### src/rtl/cliff_pkg.sv
`default_nettype none
// ============================================================================
// cliff_pkg : shared 7-segment codes, digit count and BCD type for the cliff game
// Rev 1.0
// ============================================================================
package cliff_pkg;

  localparam int NUM_DIGITS = 4;

  typedef logic [3:0] bcd_t;

  // Active-low cathodes, bit order {g,f,e,d,c,b,a}
  localparam logic [6:0] SEG_0     = 7'b1000000;
  localparam logic [6:0] SEG_1     = 7'b1111001;
  localparam logic [6:0] SEG_2     = 7'b0100100;
  localparam logic [6:0] SEG_3     = 7'b0110000;
  localparam logic [6:0] SEG_4     = 7'b0011001;
  localparam logic [6:0] SEG_5     = 7'b0010010;
  localparam logic [6:0] SEG_6     = 7'b0000010;
  localparam logic [6:0] SEG_7     = 7'b1111000;
  localparam logic [6:0] SEG_8     = 7'b0000000;
  localparam logic [6:0] SEG_9     = 7'b0010000;
  localparam logic [6:0] SEG_BLANK = 7'b1111111;

  function automatic logic [6:0] seg_encode(input bcd_t d);
    logic [6:0] s;
    case (d)
      4'd0:    s = SEG_0;
      4'd1:    s = SEG_1;
      4'd2:    s = SEG_2;
      4'd3:    s = SEG_3;
      4'd4:    s = SEG_4;
      4'd5:    s = SEG_5;
      4'd6:    s = SEG_6;
      4'd7:    s = SEG_7;
      4'd8:    s = SEG_8;
      4'd9:    s = SEG_9;
      default: s = SEG_BLANK;
    endcase
    return s;
  endfunction

endpackage
`default_nettype wire

### src/rtl/score_display_if.sv
`default_nettype none
// ============================================================================
// score_display_if : game-core events/levels in, multiplexed display pins out
// Rev 1.0
// ============================================================================
interface score_display_if;
  logic       score_inc;
  logic       score_clr;
  logic       started;
  logic       lose;
  logic [6:0] seg;
  logic [3:0] an;
  logic       dp;

  modport master (
    output score_inc, score_clr, started, lose,
    input  seg, an, dp
  );

  modport slave (
    input  score_inc, score_clr, started, lose,
    output seg, an, dp
  );
endinterface
`default_nettype wire

### src/rtl/bcd_counter4.sv
`default_nettype none
// ============================================================================
// bcd_counter4 : 4-digit BCD counter with sync clear, increment and saturation
// Rev 1.0
// ============================================================================
module bcd_counter4
  import cliff_pkg::*;
(
  input  logic                  clk,
  input  logic                  reset,
  input  logic                  clr_i,
  input  logic                  inc_i,
  output bcd_t [NUM_DIGITS-1:0] digits_o,
  output logic                  all_nines_o
);

  bcd_t [NUM_DIGITS-1:0] digits_q;
  bcd_t [NUM_DIGITS-1:0] digits_d;
  logic                  nines;
  logic                  carry;

  always_comb begin
    nines = 1'b1;
    for (int k = 0; k < NUM_DIGITS; k++) begin
      nines = nines && (digits_q[k] == 4'd9);
    end

    // Carry ripples through every 9 in the same cycle; saturate at all nines
    digits_d = digits_q;
    carry    = inc_i && !nines;
    for (int k = 0; k < NUM_DIGITS; k++) begin
      if (carry) begin
        if (digits_q[k] == 4'd9) begin
          digits_d[k] = 4'd0;
        end else begin
          digits_d[k] = digits_q[k] + 4'd1;
          carry       = 1'b0;
        end
      end
    end

    if (clr_i) begin
      digits_d = '0;
    end
  end

  always_ff @(posedge clk) begin
    if (reset) begin
      digits_q <= '0;
    end else begin
      digits_q <= digits_d;
    end
  end

  assign digits_o    = digits_q;
  assign all_nines_o = nines;

endmodule
`default_nettype wire

### src/rtl/score_display.sv
`default_nettype none
// ============================================================================
// score_display : saturating BCD score, multiplexed onto a 4-digit 7-seg display
// Rev 1.0
// ============================================================================
module score_display
  import cliff_pkg::*;
#(
  parameter int unsigned SCAN_DIV    = 32'h20000,
  parameter logic [15:0] BLINK_TICKS = 16'd256
) (
  input  logic           clk,
  input  logic           reset,
  score_display_if.slave bus
);

  bcd_t [NUM_DIGITS-1:0] digits;
  logic [15:0]           digits_flat;
  logic                  all_nines;
  logic                  inc_req;

  assign inc_req = bus.score_inc && !bus.lose && !all_nines;

  bcd_counter4 u_counter (
    .clk         (clk),
    .reset       (reset),
    .clr_i       (bus.score_clr),
    .inc_i       (inc_req),
    .digits_o    (digits),
    .all_nines_o (all_nines)
  );

  logic [31:0] scan_cnt_q, scan_cnt_d;
  logic [1:0]  idx_q, idx_d;
  logic [15:0] blink_cnt_q, blink_cnt_d;
  logic        blink_on_q, blink_on_d;
  logic [6:0]  seg_q, seg_d;
  logic [3:0]  an_q, an_d;
  logic        dp_q, dp_d;
  logic        tick;
  logic        blank_sel;

  assign digits_flat = digits;

  always_comb begin
    tick        = (scan_cnt_q == SCAN_DIV - 32'd1);
    scan_cnt_d  = tick ? 32'd0 : scan_cnt_q + 32'd1;
    idx_d       = tick ? idx_q + 2'd1 : idx_q;

    blink_cnt_d = blink_cnt_q;
    blink_on_d  = blink_on_q;
    if (!bus.lose) begin
      blink_cnt_d = 16'd0;
      blink_on_d  = 1'b1;
    end else if (tick) begin
      if (blink_cnt_q == BLINK_TICKS - 16'd1) begin
        blink_cnt_d = 16'd0;
        blink_on_d  = !blink_on_q;
      end else begin
        blink_cnt_d = blink_cnt_q + 16'd1;
      end
    end

    // A digit is a leading zero when it and every digit above it are zero
    blank_sel = (idx_q != 2'd0) && ((digits_flat >> {idx_q, 2'b00}) == 16'd0);
    seg_d     = blank_sel ? SEG_BLANK : seg_encode(digits[idx_q]);
    an_d      = blink_on_q ? ~(4'b0001 << idx_q) : 4'b1111;
    dp_d      = !(blink_on_q && !bus.started && !bus.lose && (idx_q == 2'd0));
  end

  always_ff @(posedge clk) begin
    if (reset) begin
      scan_cnt_q  <= 32'd0;
      idx_q       <= 2'd0;
      blink_cnt_q <= 16'd0;
      blink_on_q  <= 1'b1;
      seg_q       <= SEG_BLANK;
      an_q        <= 4'b1111;
      dp_q        <= 1'b1;
    end else begin
      scan_cnt_q  <= scan_cnt_d;
      idx_q       <= idx_d;
      blink_cnt_q <= blink_cnt_d;
      blink_on_q  <= blink_on_d;
      seg_q       <= seg_d;
      an_q        <= an_d;
      dp_q        <= dp_d;
    end
  end

  assign bus.seg = seg_q;
  assign bus.an  = an_q;
  assign bus.dp  = dp_q;

endmodule
`default_nettype wire

### src/flat_wrapper.sv
// flat-port wrapper written by rule: the top's interface ports become plain ports
module score_display_flat import cliff_pkg::*;
#(
  parameter int unsigned SCAN_DIV    = 32'h20000,
  parameter logic [15:0] BLINK_TICKS = 16'd256
)
  (clk, reset, bus_score_inc, bus_score_clr, bus_started, bus_lose, bus_seg, bus_an, bus_dp);
  score_display_if bus_i ();
  input  logic clk;
  input  logic reset;
  input wire logic [$bits(bus_i.score_inc)-1:0] bus_score_inc;
  input wire logic [$bits(bus_i.score_clr)-1:0] bus_score_clr;
  input wire logic [$bits(bus_i.started)-1:0] bus_started;
  input wire logic [$bits(bus_i.lose)-1:0] bus_lose;
  output wire logic [$bits(bus_i.seg)-1:0] bus_seg;
  output wire logic [$bits(bus_i.an)-1:0] bus_an;
  output wire logic [$bits(bus_i.dp)-1:0] bus_dp;
  assign bus_i.score_inc = bus_score_inc;
  assign bus_i.score_clr = bus_score_clr;
  assign bus_i.started = bus_started;
  assign bus_i.lose = bus_lose;
  assign bus_seg = bus_i.seg;
  assign bus_an = bus_i.an;
  assign bus_dp = bus_i.dp;
  score_display #(.SCAN_DIV(SCAN_DIV), .BLINK_TICKS(BLINK_TICKS)) u_core (.clk(clk), .reset(reset), .bus(bus_i));
endmodule
### config.mk
export PLATFORM = sky130hd
export DESIGN_NAME = score_display_flat
export DESIGN_NICKNAME = d
export VERILOG_FILES = /design/src/rtl/cliff_pkg.sv /design/src/rtl/score_display_if.sv /design/src/rtl/bcd_counter4.sv /design/src/rtl/score_display.sv /design/src/flat_wrapper.sv
export SDC_FILE = /design/constraint.sdc
export NUM_CORES = 1
export LEC_CHECK = 0
export CAP_MARGIN = 20
export CORE_MARGIN = 4
export CORE_UTILIZATION = 25
export CTS_CLUSTER_SIZE = 25
export DETAILED_ROUTE_END_ITERATION = 7
export PLACE_DENSITY = 0.45
export SYNTH_ARGS = -nofsm -noshare
export SYNTH_HDL_FRONTEND = slang
export SYNTH_SLANG_ARGS = --single-unit
### constraint.sdc
create_clock -name clk -period 2.51 [get_ports clk]
set_clock_uncertainty 0.15 [all_clocks]
set_input_delay 0.502 -clock clk [delete_from_list [all_inputs] [get_ports clk]]
set_output_delay 0.502 -clock clk [all_outputs]
set_load 0.01 [all_outputs]
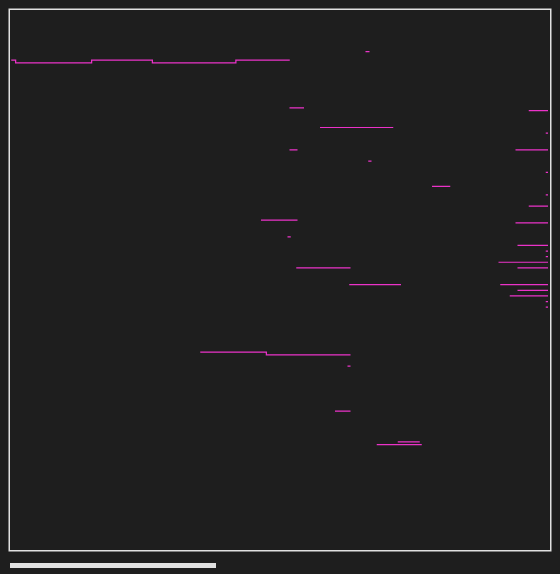
Figure 1: run 1, M3 wires.
Bar = 50 µm.
The longest straight run is 20.2 µm. The wires run mostly horizontal.
WL final: 8.21 mm
met3 GRT Util: 3.05%

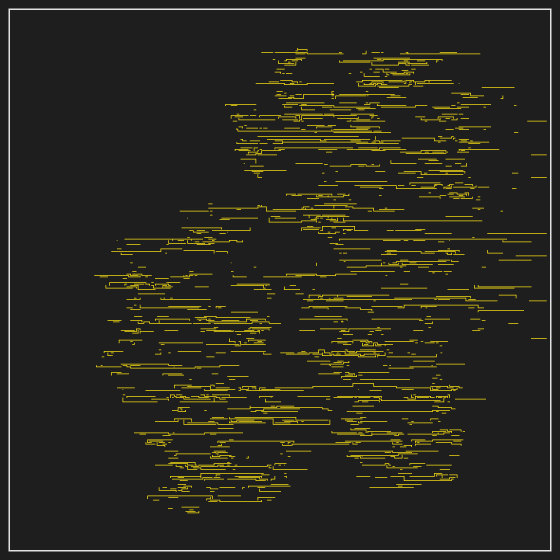
Figure 2: run 1, metal 1.
451 nets have wire on it. The layer carries 4100 µm of wire. The wires run mostly horizontal.
vias: 3103
GR Util met1: 13.5%

==> results_dict.tcl, run 1 <==
# implementation run metrics
set metrics [dict create \
    p_comb_share_pct 3.0 \
    arrival_ns 2.45 \
    status "complete, no violations" \
    min_period_ns 2.33 \
    cp.depth 5 \
    layout_setup_ws_ns 0.179 \
    viasPerCell 4.71 \
    synthMuxAreaShare_pct 3.19 \
    num_antenna_cells 0 \
    dp_hpwl_mm 5.95 \
    ys_sh_simple_pct 31.1 \
    finalCritPeriodShare_pct 92.9 \
    die_area_um2 17100 \
    critPathMaxStageDelay_ns 0.58 \
    synth_flops 79 \
    fa_ha_area_share_pct 3.65 \
    combinationalPower_mw 0.0846 \
    finalHoldViolations 0 \
    avgSynthCellArea_um2 8.77 \
    hold_buffers 0 \
    synth_area_um2 3770 \
    end_kind "flop" \
    ff2ff_path_depth 5 \
    syn_to_final_growth_pct 24.5 \
    reg2reg_slack_ns 0.18 \
    fmax_mhz 429 \
    setup.worst_path.start "u_core.scan_cnt_q[7]$_SDFF_PP0_" \
    postRouteAntennaNets 0 \
    cts_buffers 9 \
]
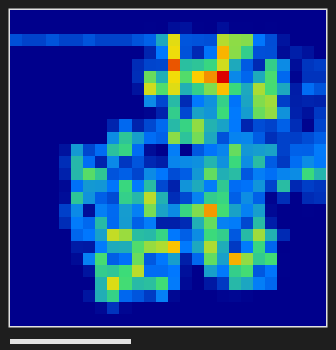
Figure 3: run 1, wire density map.
Bar = 50 µm. 26 x 26 tiles, from dark blue (low) to red (high), scaled to the fullest tile. Values are wire area over tile area, all layers added.
The mean over all tiles is 0.074. The emptiest ninth of the die: top left. The fullest tile reaches 0.43. The densest ninth of the die: middle.
gr usage total: 10.3%
wire per inst: 12.5 µm

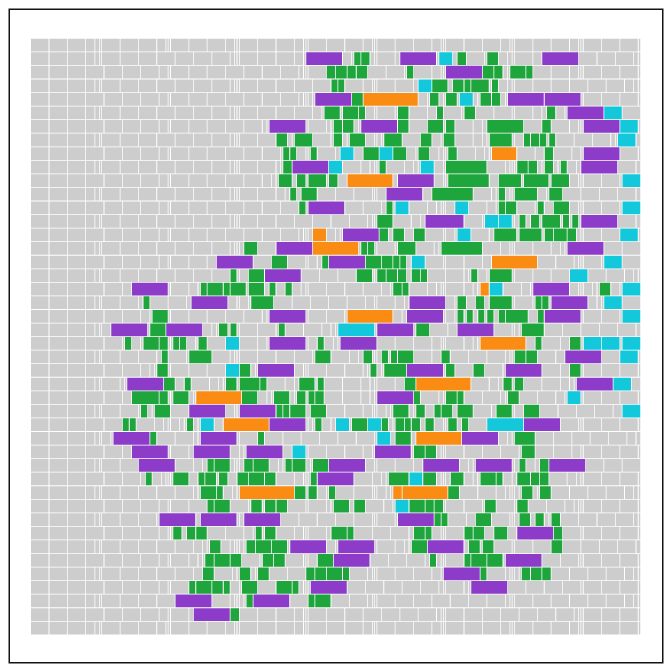
Figure 4: run 1, placement by cell class.
Fill, decap, tap and diode cells in grey.
Key: purple = flip-flops [cells 79, share of their area 35%]; orange = clock drivers and dummy loads [cells 16, share of their area 7.8%]; green = all other logic [cells 337, share of their area 48%]; cyan = other buffers and delay cells [cells 43, share of their area 8.7%]
Core Footprint: 14600 µm²
post-layout instance area: 4690 µm²

[run 1: Yosys cell counts (2+ instances only)]
master / number / area, µm²
buf_1: 2 / 7.51
nor4_1: 12 / 75.1
and2_1: 4 / 25.0
xnor2_1: 18 / 158
nor2b_1: 12 / 75.1
buf_6: 2 / 22.5
nor4bb_1: 2 / 20.0
ha_1: 11 / 138
xor2_1: 26 / 228
dfxtp_1: 79 / 1580
clkbuf_1: 10 / 37.5
mux2i_1: 3 / 30.0
and4_1: 6 / 52.6
nor3_1: 7 / 35.0
mux4_2: 4 / 90.1
or2_2: 3 / 18.8
a21oi_1: 22 / 110
or4_1: 4 / 30.0
o21ai_0: 16 / 80.1
nor2_1: 59 / 221
nand2b_1: 2 / 12.5
a311oi_1: 2 / 17.5
nand3_1: 22 / 110
nand4_1: 19 / 119
or4_4: 2 / 22.5
or3_1: 10 / 62.6
nand2_1: 34 / 128
inv_1: 9 / 33.8
and3_1: 6 / 37.5
nor3b_1: 3 / 22.5
[run 1: flip-flops by register name (all words and copies together) (netlist names)]
register / cells
u_core.blink_on_q: 1
u_core.bus.an: 4
u_core.blink_cnt_q: 16
u_core.u_counter.digits_o: 16
u_core.bus.seg: 7
u_core.bus.dp: 1
u_core.scan_cnt_q: 32
u_core.idx_q: 2
[run 1: layout make-up]
type,count,area [µm²]
clock buffers,10,239
clock inverters,6,108
fillers,1514,9950
inverters,9,33.8
multi-input cells,328,2110
flip-flops and latches,79,1580
well taps,184,230
repair buffers,43,390
[run 1: per-layer routing]
metal / GRT usage [%] / vias to the layer above / share of wire [%] / routed length [µm]
li1: - / 1598 / - / -
met1: 13.5 / 1455 / 50 / 4100
met2: 16.1 / 38 / 45 / 3710
met3: 3.05 / 12 / 3.2 / 266
met4: 3.69 / 0 / 1.6 / 132
met5: 0 / - / 0 / 0
## Run 2: what changed since run 1
--- a/config.mk
+++ b/config.mk
@@ -6,11 +6,13 @@
 export NUM_CORES = 1
 export LEC_CHECK = 0
 export CAP_MARGIN = 20
+export CELL_PAD_IN_SITES_DETAIL_PLACEMENT = 1
+export CELL_PAD_IN_SITES_GLOBAL_PLACEMENT = 1
 export CORE_MARGIN = 4
 export CORE_UTILIZATION = 25
 export CTS_CLUSTER_SIZE = 25
 export DETAILED_ROUTE_END_ITERATION = 7
-export PLACE_DENSITY = 0.45
+export PLACE_DENSITY = 0.61
 export SYNTH_ARGS = -nofsm -noshare
 export SYNTH_HDL_FRONTEND = slang
 export SYNTH_SLANG_ARGS = --single-unit
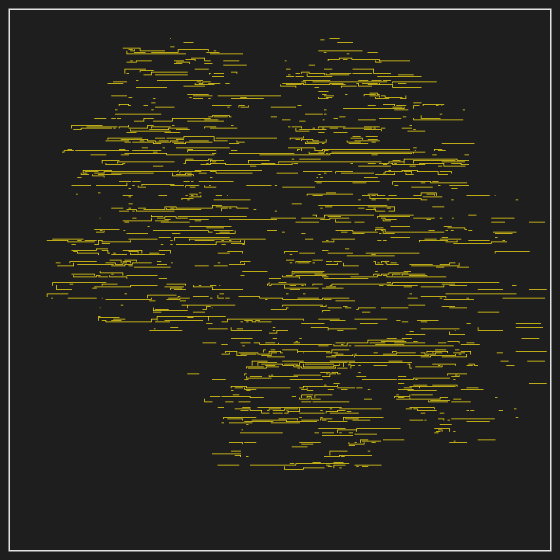
Figure 5: run 2, metal 1.
The longest straight run is 25.8 µm. The layer holds 47% of the routed length.
GR Util met1: 14.3%
WL final: 9.05 mm
vias: 3153

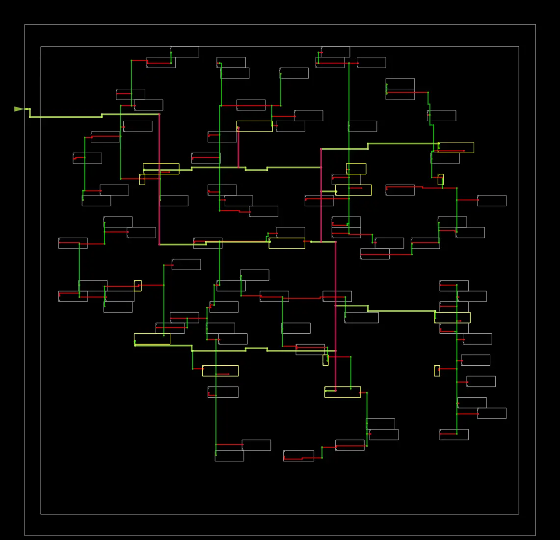
Figure 6: run 2, clock nets.
Latency at later pin: 0.34 ns
P_clk: 1.18 mW
CTS sink cnt: 79

==> run 2 against run 1 <==
Power is 11% lower; critical path depth is 2 higher; sequential power hardly changed; clock power is 22% lower; synthesized cell count stayed put; sequential share of layout area is 0.77 points higher; non-clock buffer count is 1 lower; via count is 1.6% higher; critical path type unchanged; critical endpoint is now u_core.blink_cnt_q[10]$_SDFFE_PP0P_; largest cell class unchanged.
==> results_dict.tcl, run 2 <==
# implementation run metrics
set metrics [dict create \
    largest_reg_flops 32 \
    p_comb_share_pct 3.4 \
    ys_sh_simple_pct 31.1 \
    seqCellArea_um2 1590 \
    viasPerCell 4.80 \
    postRouteAntennaNets 0 \
    synth_area_um2 3770 \
    arrival_ns 2.43 \
    fmax_mhz 425 \
    met2_length_mm 4.34 \
    pwr-share-clk_pct 46.5 \
    top_layer "met4" \
    finalCritPeriodShare_pct 93.7 \
    comb_area_um2 2110 \
    synth_flops 79 \
    dp_hpwl_mm 6.55 \
    critPathMaxStageDelay_ns 0.63 \
    wl_met1_mm 4.26 \
    warning_count 33 \
    reg2reg_slack_ns 0.16 \
    coreArea_um2 14600 \
    slew_violations 0 \
    fillCellCount 1715 \
    top_cells_by_count "79 x dfxtp_1, 59 x nor2_1, 34 x nand2_1, 26 x xor2_1" \
    grt_use_total_pct 11.7 \
    most_common_cell "dfxtp_1" \
    num_antenna_cells 0 \
    hold_buffers 0 \
    top_cells_by_area "dfxtp_1 42%, xor2_1 6.0%, nor2_1 5.9%" \
    combinationalPower_mw 0.0872 \
    grt.busiest_layer "met2" \
    status "complete, no violations" \
    ff2ff_path_depth 7 \
    setup_viol_count_final 0 \
    avgSynthCellArea_um2 8.77 \
    yosysTopAreaCellShare_pct 42.0 \
    dr_wl_met3_um 333 \
    min_period_ns 2.35 \
    top_register "u_core.scan_cnt_q" \
    top_area_cell "dfxtp_1" \
    syn_to_final_growth_pct 22.1 \
    fa_ha_area_share_pct 3.65 \
]
## run 2: area by class of cell
| type | count | area share (%) |
|---|---|---|
| multi-input combinational | 328 | 45.8 |
| sequential | 79 | 34.5 |
| timing repair buffer | 42 | 8.32 |
| clock buffer | 14 | 5.52 |
| tap | 184 | 5.00 |
| inverter | 9 | 0.734 |
| clock inverter | 1 | 0.109 |
## run 2: worst max path at each step
stage | cells past startpoint | to | start | slack (ns)
2_1_floorplan | 8 | u_core.bus.seg[2]$_SDFF_PP1_ | u_core.idx_q[0]$_SDFFE_PP0P_ | 0.04
3_3_place_gp | 7 | u_core.bus.seg[3]$_SDFF_PP1_ | u_core.idx_q[0]$_SDFFE_PP0P_ | 0.12
3_5_place_dp | 7 | u_core.bus.seg[2]$_SDFF_PP1_ | u_core.idx_q[0]$_SDFFE_PP0P_ | -0.005
4_1_cts | 7 | u_core.bus.seg[2]$_SDFF_PP1_ | u_core.idx_q[0]$_SDFFE_PP0P_ | 0.04
5_1_grt | 6 | u_core.u_counter.digits_o[11]$_SDFFE_PP0P_ | u_core.u_counter.digits_o[5]$_SDFFE_PP0P_ | 0.03
6_report | 7 | u_core.blink_cnt_q[10]$_SDFFE_PP0P_ | u_core.blink_cnt_q[0]$_SDFFE_PP0P_ | 0.16
## run 2: per-stage QoR
stage / hold WS (ns) / area, µm² / power (mW) / utilization [%] / setup WS, ns
finish: 0.298 / 4600 / 2.54 / 31.4 / 0.157
global route: 0.333 / 4600 / 2.66 / 31.4 / 0.0296
CTS: 0.306 / 4580 / 2.60 / 31.2 / 0.0403
detailed placement: 0.293 / 4320 / 1.39 / 29.5 / -0.00533
global placement: 0.281 / 4320 / 1.39 / 29.5 / 0.116
floorplan: 0.269 / 3790 / 1.34 / - / 0.0392
Power figures rest on the tool's default switching activity, not on a simulated workload.
